<file path="config.mk">
export PLATFORM = sky130hd
export DESIGN_NAME = game_tick_ctrl
export DESIGN_NICKNAME = d
export VERILOG_FILES = /design/src/rtl/game_tick_ctrl.sv
export SDC_FILE = /design/constraint.sdc
export NUM_CORES = 1
export LEC_CHECK = 0
export CAP_MARGIN = 10
export CORE_AREA = 2 2 90 100
export CTS_BUF_LIST = sky130_fd_sc_hd__clkbuf_8
export DETAILED_ROUTE_END_ITERATION = 12
export DIE_AREA = 0 0 92 102
export PLACE_DENSITY_LB_ADDON = 0.2
export SETUP_SLACK_MARGIN = 0.3
export SYNTH_ARGS = -nofsm -noshare
export SYNTH_HDL_FRONTEND = slang
export SYNTH_SLANG_ARGS = --single-unit
</file>
<file path="constraint.sdc">
create_clock -name clk -period 4 [get_ports clk]
set_clock_uncertainty 0.15 [all_clocks]
set_input_delay 0.4 -clock clk [delete_from_list [all_inputs] [get_ports clk]]
set_output_delay 0.4 -clock clk [all_outputs]
set_load 0.02 [all_outputs]
</file>
<file path="src/rtl/game_tick_ctrl.sv">
// Snake-game step sequencer: level-dependent tick, then move/check/draw request-done handshake.
// Optional per-phase watchdog is enabled by defining TICK_WDOG_EN.
module game_tick_ctrl #(
  parameter int BASE_PERIOD = 50000000,
  parameter int STEP        = 5000000,
  parameter int MIN_PERIOD  = 10000000,
  parameter int CNT_W       = 27,
  parameter int WDOG_CYC    = 1024
) (
  input  logic       clk,
  input  logic       reset,
  input  logic       start,
  input  logic       pause_tgl,
  input  logic [3:0] level,
  output logic       move_req,
  input  logic       move_done,
  output logic       chk_req,
  input  logic       chk_done,
  input  logic       game_over,
  output logic       draw_req,
  input  logic       draw_done,
  output logic       running,
  output logic       paused,
  output logic [1:0] phase,
  output logic [7:0] miss_cnt,
  output logic       wdog_err
);

  typedef enum logic [2:0] {IDLE, WAIT_TICK, MOVE, CHECK, DRAW, OVER} state_t;

  state_t             state, state_nxt;
  logic [CNT_W-1:0]   cnt, period, period_new;
  logic signed [31:0] period_calc;
  logic               cnt_en, tick, in_phase, phase_done, launch, wdog_trip;

  always_comb begin
    period_calc = BASE_PERIOD - STEP * int'(level);
    period_new  = (period_calc < MIN_PERIOD) ? CNT_W'(MIN_PERIOD) : period_calc[CNT_W-1:0];
  end

  assign in_phase = (state == MOVE) || (state == CHECK) || (state == DRAW);
  assign launch   = ((state == IDLE) || (state == OVER)) && start;
  assign cnt_en   = running && !paused;
  assign tick     = cnt_en && (cnt == period - 1'b1);

  always_comb begin
    phase_done = 1'b0;
    case (state)
      MOVE:    phase_done = move_done;
      CHECK:   phase_done = chk_done;
      DRAW:    phase_done = draw_done;
      default: phase_done = 1'b0;
    endcase
  end

  always_ff @(posedge clk or negedge reset) begin
    if (!reset) state <= IDLE;
    else        state <= state_nxt;
  end

  always_comb begin
    state_nxt = state;
    case (state)
      IDLE, OVER: if (start) state_nxt = WAIT_TICK;
      WAIT_TICK:  if (tick) state_nxt = MOVE;
      MOVE: begin
        if (wdog_trip)      state_nxt = OVER;
        else if (move_done) state_nxt = CHECK;
      end
      CHECK: begin
        if (wdog_trip)     state_nxt = OVER;
        else if (chk_done) state_nxt = game_over ? OVER : DRAW;
      end
      DRAW: begin
        if (wdog_trip)      state_nxt = OVER;
        else if (draw_done) state_nxt = WAIT_TICK;
      end
      default: state_nxt = IDLE;
    endcase
  end

  always_comb begin
    move_req = (state == MOVE);
    chk_req  = (state == CHECK);
    draw_req = (state == DRAW);
    running  = (state == WAIT_TICK) || in_phase;
    case (state)
      MOVE:    phase = 2'd1;
      CHECK:   phase = 2'd2;
      DRAW:    phase = 2'd3;
      default: phase = 2'd0;
    endcase
  end

  // Ticks keep their spacing during a step; a tick landing in a phase is only counted as an overrun.
  always_ff @(posedge clk or negedge reset) begin
    if (!reset) begin
      cnt      <= '0;
      period   <= '0;
      miss_cnt <= '0;
    end else if (launch) begin
      cnt      <= '0;
      period   <= period_new;
      miss_cnt <= '0;
    end else begin
      if (tick) begin
        cnt    <= '0;
        period <= period_new;
      end else if (cnt_en) begin
        cnt <= cnt + 1'b1;
      end
      if (tick && in_phase && (miss_cnt != '1)) miss_cnt <= miss_cnt + 1'b1;
    end
  end

  always_ff @(posedge clk or negedge reset) begin
    if (!reset)                       paused <= 1'b0;
    else if (state_nxt == OVER)       paused <= 1'b0;
    else if (running && pause_tgl)    paused <= ~paused;
  end

`ifdef TICK_WDOG_EN
  localparam int WDOG_W = $clog2(WDOG_CYC) + 1;

  logic [WDOG_W-1:0] wcnt;
  logic              wdog_flag;

  // A done on the limit cycle still wins over the watchdog.
  assign wdog_trip = in_phase && !phase_done && (wcnt == WDOG_W'(WDOG_CYC - 1));
  assign wdog_err  = wdog_flag;

  always_ff @(posedge clk or negedge reset) begin
    if (!reset) begin
      wcnt      <= '0;
      wdog_flag <= 1'b0;
    end else begin
      if (state_nxt != state) wcnt <= '0;
      else if (in_phase)      wcnt <= wcnt + 1'b1;
      if (wdog_trip) wdog_flag <= 1'b1;
    end
  end
`else
  assign wdog_trip = 1'b0;
  assign wdog_err  = 1'b0;
`endif

endmodule
</file>
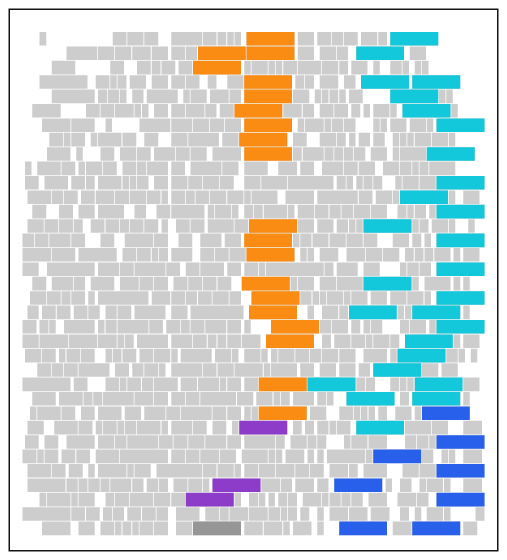
(run_1/registers.png)
Other sequential cells in the stronger gray, the rest of the logic in the fainter gray.
Key: blue = miss_cnt [sequential cells 8, where south-east]; orange = period [sequential cells 20]; purple = state [sequential cells 3]; cyan = cnt [sequential cells 27]
Flop area: 0.001476 mm²
Seq area share: 20.59%
sequential power: 0.000830 W
Final Util: 86.20%

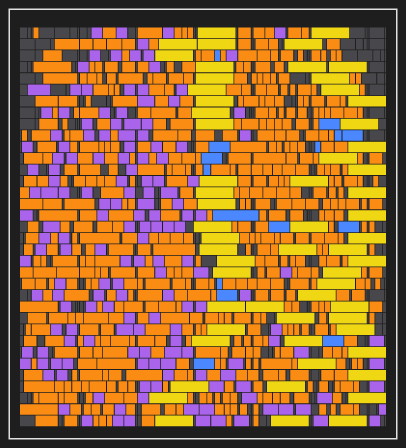
(run_1/cell_classes.png)
Fill, decap, tap and diode cells in gray.
Key: blue = clock drivers and dummy loads [cells 15, share of their area 2.5%]; purple = other buffers and delay cells [cells 164, share of their area 19%]; yellow = flip-flops [cells 59, share of their area 21%]; orange = all other logic [cells 534, share of their area 58%]
final instance area: 0.007172 mm²
Core ar.: 0.008320 mm²

==> impl_metrics.ini, run 1 <==
; yosys + openroad results
[status]
status = finished with violations
violations = setup timing

[final_layout]
comb_share_pct = 55.09
nonClkBufAreaFrac_pct = 18.46
fill_cells = 421
top_area_cell_class = combinational gates
comb_area_mm2 = 0.003951
inv_count = 27
clkCellAreaFrac_pct = 2.442
comb_cells = 507
buffers_excl_clock = 164

[route]
drtIter0Drc = 351
vias = 5590
dr_wl_met3_um = 903

[synthesis]
synthTopLogicFamily = simple AND/OR/NAND/NOR gates
yosys_area_mm2 = 0.005134
synth-main-ff-cell = dfrtp_1
mux_share_pct = 1.170
yosysTopAreaCell = dfrtp_1
async_reset_ff_share_pct = 100.0
floorplan.nets = 661
common_cells = nor2_1, dfrtp_1, nand2_1
yosys.cell_types.count = 68
synth-simple-area-share_pct = 24.91
most_common_cell = nor2_1
ys_seq_share_pct = 28.76
synthesis.instances = 620
area_leaders = dfrtp_1, xnor2_1, xor2_1, ha_1, nor2_1
ys_sh_adder_pct = 7.360
avgSynthCellArea_um2 = 8.280

[cts]
postCtsSetupBuffers = 17
htreeDepth = 3
clock_latency_ns = 0.35
cts_max_path_buffers = 2
cts_tree = yes
root_buffer = clkbuf_8

[sta]
finalHoldViolCount = 0
layout_setup_ws_ns = -0.1264
setup_viol = 13
maxSlewHeadroom_pct = 52.17
rsz0062_at_grt = true

[worst_setup_path]
crit_path_start = level[3]
path_common_cell = buf_4
cp.arrival_ns = 4.23
timing.rr.end = period[17]$_DFFE_PN0P_
endpoint = period[10]$_DFFE_PN0P_
cp.depth = 20
crit_family = AND-OR/OR-AND gates
crit_slowest_cell = fa_1
reg2reg_depth = 12
r2r_start = period[18]$_DFFE_PN0P_
slowest_delay_ns = 0.52

[floorplanning]
io_pins = 28

[placed_design]
place_area_mm2 = 0.006344

[power]
largestPowerGroup = combinational cells
pwr-share-seq_pct = 29.6
netSwitchingPower_w = 0.001117
leakagePower_nw = 3.195
p_comb_share_pct = 52.5

[global_routing]
first_global_vias = 5540

[flow_run]
cap_violations = 0
log.warning_count = 33
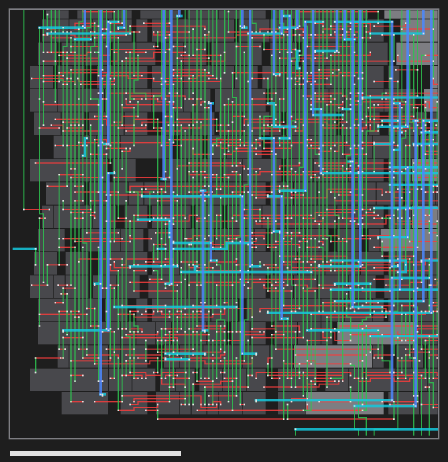
(run_1/zoom.png)
Scale bar: 20 µm. Region (0, 0) to (50, 50) µm. Cells in gray, sequential cells in the stronger gray; small squares are vias.
Key: green = met2; blue = met4; red = met1; cyan = met3
223 logic cells have their middle in the window. Netlist names of flops here include state (3). Most frequent: buf_4 (58), nand2_1 (14), inv_1 (12). Sequential cells in the window: 5.

==> run 1 -> run 2 <==
PLACE_DENSITY = 0.83   (was default)
PLACE_DENSITY_LB_ADDON = default   (was 0.2)
clock period = 4.77 ns   (was 4 ns; I/O delays follow)
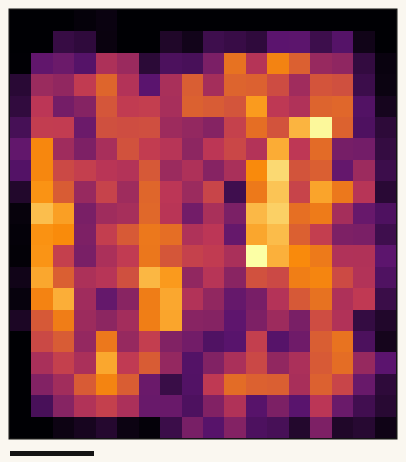
(run_2/wire_density.png)
Scale bar: 20 µm. 18 x 20 tiles, from black (low) to pale yellow (high), scaled to the fullest tile. Values are wire area over tile area, all layers added.
The mean over all tiles is 0.23. 9.2% of the tiles are nearly empty. The fullest tile reaches 0.57. The emptiest ninth of the die: north-west. 36% of the tiles are over half the peak.
vias: 4,845
Tot GR Track Use: 28.68%
WL per Instance: 16.79 µm
Post-Route WL: 13,590 µm

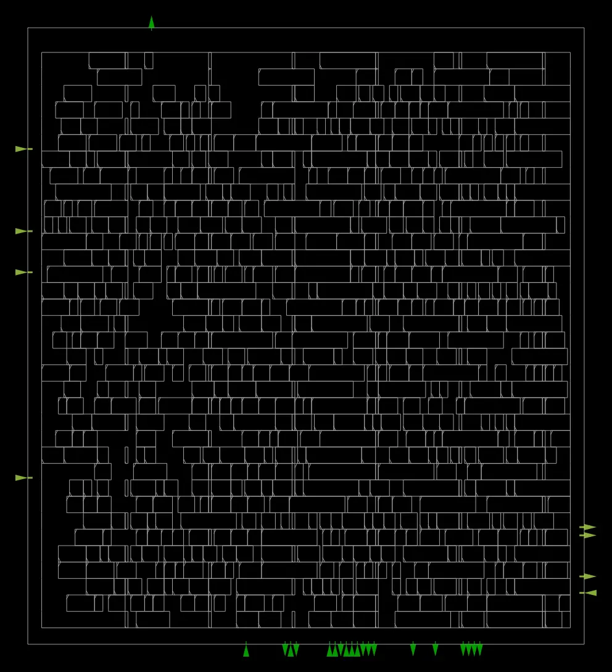
(run_2/final_placement.png)
Flop Count: 59
row cnt: 35

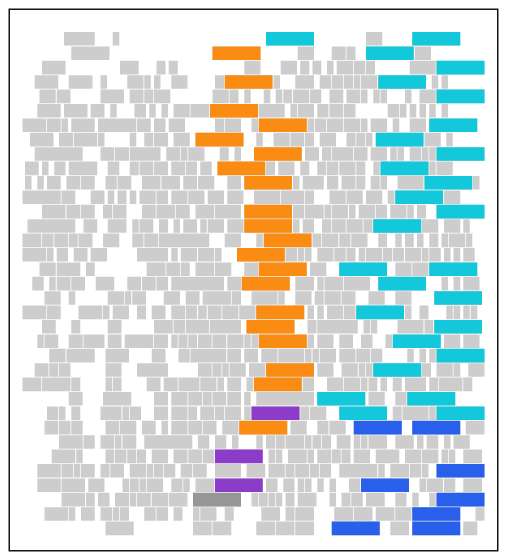
(run_2/registers.png)
Other sequential cells in the stronger gray, the rest of the logic in the fainter gray.
Key: orange = period [sequential cells 20]; cyan = cnt [sequential cells 27]; blue = miss_cnt [sequential cells 8, where south-east]; purple = state [sequential cells 3]
Another 1 sequential cells are not colored.
sequential power: 0.000705 W
Seq area share: 23.47%
Final Util: 75.61%

==> impl_metrics.ini, run 2 <==
; yosys + openroad results
[worst_setup_path]
cp.arrival_ns = 4.50
crit_buf_inv = 5
crit_type = primary input to register
timing.rr.end = period[23]$_DFFE_PN0P_
crit_family = AND-OR/OR-AND gates
reg2reg_slack_ns = 0.73
crit_chain = clkdlybuf4s50_1, inv_1, ha_4, fa_1, inv_1, ha_2, o211ai_1, buf_4, nor3_2, o21ai_1, buf_4, xor2_1, a31oi_1, nor4b_2, or3_1, a21boi_4, o21a_4, a32o_1
cp_max_fo = 8
endpoint = period[11]$_DFFE_PN0P_
end_kind = register
start_kind = primary input
r2r_start = period[18]$_DFFE_PN0P_
crit_slowest_cell = fa_1
crit_required_ns = 4.90
reg2reg_depth = 14
slowest_delay_ns = 0.51
cp.depth = 18
crit_path_start = level[2]

[sta]
layout_setup_ws_ns = 0.4008
worstMarginPinSlew_ns = 0.8495
maxSlewHeadroom_pct = 42.93
finalHoldViolCount = 0
fmax_ghz = 0.2289
fin_setup_tns_ns = 0
fin_crit_ns = 4.369
slew_viol_final = 0
timing.final.crit_share_pct = 91.60
setup_viol = 0
holdWs_ns = 0.1265
rsz0062_at_grt = false

[cts]
root_buffer = clkbuf_8
postCtsSetupBuffers = 1
cts-buffers-inserted = 9
clock_latency_ns = 0.34
postCtsHoldBufs = 0
clk_pin_slew_ns = 0.06
cts.sinks = 59
htreeDepth = 3
cts_max_path_buffers = 2
cts_tree = yes
cts_resized = 8

[global_routing]
grtUsageMet1_pct = 30.82
use_met2_pct = 55.49
first_global_vias = 4745
grt_pass1_wl_um = 21620
busiest_layer = met2
grt_start_max_net_pins = 60
grt_antenna_before_repair = 0
grt_util_met3_pct = 2.434
overflow = 0

[synthesis]
async_reset_ff_share_pct = 100.0
synthTopLogicFamily = simple AND/OR/NAND/NOR gates
mux_share_pct = 1.170
synth-edff-count = 0
floorplan.nets = 661
synth-simple-area-share_pct = 24.91
area_leaders = dfrtp_1, xnor2_1, xor2_1, ha_1, nor2_1
synth.top_cell.area_share_pct = 28.76
ys_cells = 620
ys_seq_share_pct = 28.76
most_common_cell = nor2_1
syn_area_mm2 = 0.005134
avgSynthCellArea_um2 = 8.280
ys_sh_adder_pct = 7.360
synth-seq-cells = 59
synthXorXnorAreaFrac_pct = 15.18
yosysTopAreaCell = dfrtp_1
yosys_warnings = 0
synthesis.instances = 620
yosys.cell_types.count = 68
synth-main-ff-cell = dfrtp_1
common_cells = nor2_1, dfrtp_1, nand2_1
yosys_area_mm2 = 0.005134
compound_area_share_pct = 17.84

[route]
drc = 0
viasPerCell = 5.989
dr_wl_met2_um = 7448
dr_wl_met3_um = 275
wl_met1_um = 5315
drtIter0Drc = 244
drtPass1Iterations = 4
top_layer = met4
ant_nets = 0

[power]
p_comb_share_pct = 43.4
netSwitchingPower_w = 0.0007807
pg_comb_w = 0.000883
p_total_w = 0.002036
p_clk_share_pct = 22.0
internal_power_w = 0.001255
largestPowerGroup = combinational cells
p_clk_w = 0.000448
vdd_drop_max_uv = 166.3
pwr-share-seq_pct = 34.6
p_sw_share_pct = 38.35
p_per_area_mw_per_mm2 = 323.6
leakagePower_nw = 2.762

[floorplanning]
io_pins = 28
die_x_um = 92
taps = 111
die_area_mm2 = 0.009384
core_area_mm2 = 0.008320
die_y_um = 102
fp-utilization_pct = 61.70

[final_layout]
top_area_cell_class = combinational gates
comb_area_mm2 = 0.003640
diodes = 0
final_area_mm2 = 0.006291
final_nets = 735
layout_top_cell = nor2_1
n_clock_buffer = 11
inv_count = 27
fill_cells = 591
largest_register_ffs = 27
layout_top_cells = nor2_1, buf_4, dfrtp_1, nand2_1, xnor2_1
seqCellArea_mm2 = 0.001476
nonClkBufAreaFrac_pct = 11.77
comb_cells = 507
drive_gt1_share_pct = 17.19
clkCellAreaFrac_pct = 3.083
area_growth_pct = 22.54
finalNonFillerCells = 809
comb_share_pct = 57.86
buffers_excl_clock = 90
max_flop_register = cnt

[placed_design]
place_area_mm2 = 0.005851
globalplace.congestion = 0.9320
post-place-ws_ns = -0.3012
port_buffers = 26
dp_hpwl_um = 10260
placed_cells = 789

[status]
status = completed

[flow_run]
cap_violations = 0
log.warning_count = 30

[worst_hold_path]
hp-class = primary input to asynchronous set/reset pin
==> run 2 -> run 3 <==
ABC_CLOCK_PERIOD_IN_PS = 4770   (was default)
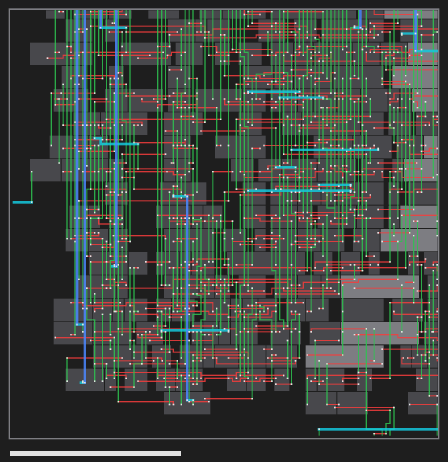
(run_3/zoom.png)
Scale bar: 20 µm. Region (0, 0) to (50, 50) µm. Cells in gray, sequential cells in the stronger gray; small squares are vias.
Key: blue = met4; green = met2; red = met1; cyan = met3
189 logic cells have their middle in the window. Most frequent: buf_4 (29), nand2_1 (16), xnor2_1 (12). Netlist names of flops here include period (2), state (2). Sequential cells in the window: 5.

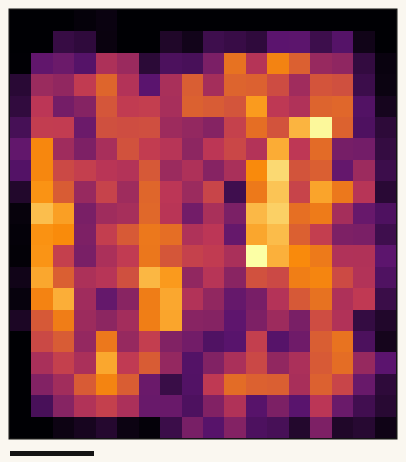
(run_3/wire_density.png)
Scale bar: 20 µm. 18 x 20 tiles, from black (low) to pale yellow (high), scaled to the fullest tile. Values are wire area over tile area, all layers added.
The emptiest ninth of the die: north-west. 36% of the tiles are over half the peak. 9.2% of the tiles are nearly empty.

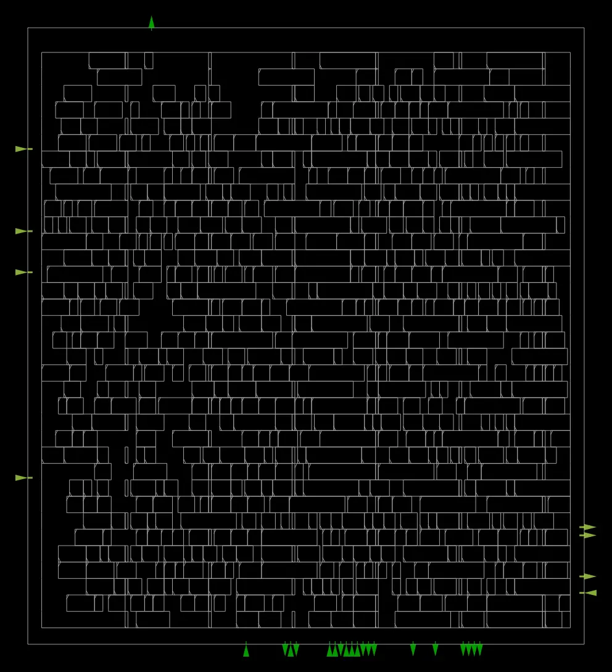
(run_3/final_placement.png)
num tapcells: 111
Final Non-Filler Cells: 809
number of fill cells: 591

==> impl_metrics.ini, run 3 <==
; yosys + openroad results
[final_layout]
max_flop_register = cnt
layout_top_cell = nor2_1
diodes = 0
top_area_cell_class = combinational gates
largest_register_ffs = 27
flops = 59
seq-cell-share_pct = 23.47
clkCellAreaFrac_pct = 3.083
final_area_mm2 = 0.006291
comb_area_mm2 = 0.003640
nonClkBufAreaFrac_pct = 11.77
seqCellArea_mm2 = 0.001476
comb_share_pct = 57.86
fin_util_pct = 75.61
inv_count = 27
final_nets = 735
layout_top_cells = nor2_1, buf_4, dfrtp_1, nand2_1, xnor2_1
drive_gt1_share_pct = 17.19

[synthesis]
synth-main-ff-cell = dfrtp_1
ys_seq_share_pct = 28.76
synth-seq-cells = 59
synth-edff-count = 0
synth.top_cell.area_share_pct = 28.76
syn_area_mm2 = 0.005134
synthesis.instances = 620
most_common_cell = nor2_1
yosysTopAreaCell = dfrtp_1
floorplan.nets = 661
common_cells = nor2_1, dfrtp_1, nand2_1
yosys_area_mm2 = 0.005134
synth-simple-area-share_pct = 24.91
ys_sh_adder_pct = 7.360

[global_routing]
busiest_layer = met2
grtUsageMet1_pct = 30.82
overflow = 0
grt_pass1_wl_um = 21620
first_global_vias = 4745
grt_util_met3_pct = 2.434
grt_antenna_before_repair = 0
grt.total_usage_pct = 28.68
grt_start_max_net_pins = 60

[sta]
maxSlewHeadroom_pct = 42.93
layout_setup_ws_ns = 0.4008
worstMarginPinSlew_ns = 0.8495
timing.final.crit_share_pct = 91.60
setup_viol = 0
fin_crit_ns = 4.369
rsz0062_at_grt = false
fmax_ghz = 0.2289
finalHoldViolCount = 0

[worst_setup_path]
crit_buf_inv = 5
crit_type = primary input to register
cp_max_fo = 8
slowest_delay_ns = 0.51
reg2reg_slack_ns = 0.73
r2r_start = period[18]$_DFFE_PN0P_
crit_path_start = level[2]
cp.depth = 18
start_kind = primary input
crit_slowest_cell = fa_1
crit_family = AND-OR/OR-AND gates
cp.arrival_ns = 4.50
end_kind = register

[floorplanning]
fp-utilization_pct = 61.70
die_x_um = 92
io_pins = 28
die_y_um = 102

[cts]
postCtsSetupBuffers = 1
htreeDepth = 3
postCtsHoldBufs = 0
clk_pin_slew_ns = 0.06
cts_tree = yes
cts_resized = 8
root_buffer = clkbuf_8
clock_latency_ns = 0.34

[route]
dr_wl_met2_um = 7448
drtPass1Iterations = 4
wl_met1_um = 5315
dr_wl_met3_um = 275
ant_nets = 0
routed_wl_um = 13590
drtIter0Drc = 244
wire_per_inst_um = 16.79
viasPerCell = 5.989

[placed_design]
dp_hpwl_um = 10260
port_buffers = 26
place_area_mm2 = 0.005851
globalplace.congestion = 0.9320
placed_cells = 789

[flow_run]
cap_violations = 0

[status]
status = completed

[power]
p_per_area_mw_per_mm2 = 323.6
p_comb_share_pct = 43.4
p_clk_share_pct = 22.0
netSwitchingPower_w = 0.0007807
largestPowerGroup = combinational cells
p_total_w = 0.002036
vdd_drop_max_uv = 166.3
pwr-share-seq_pct = 34.6

[worst_hold_path]
hp-class = primary input to asynchronous set/reset pin
Power figures rest on the tool's default switching activity, not on a simulated workload.
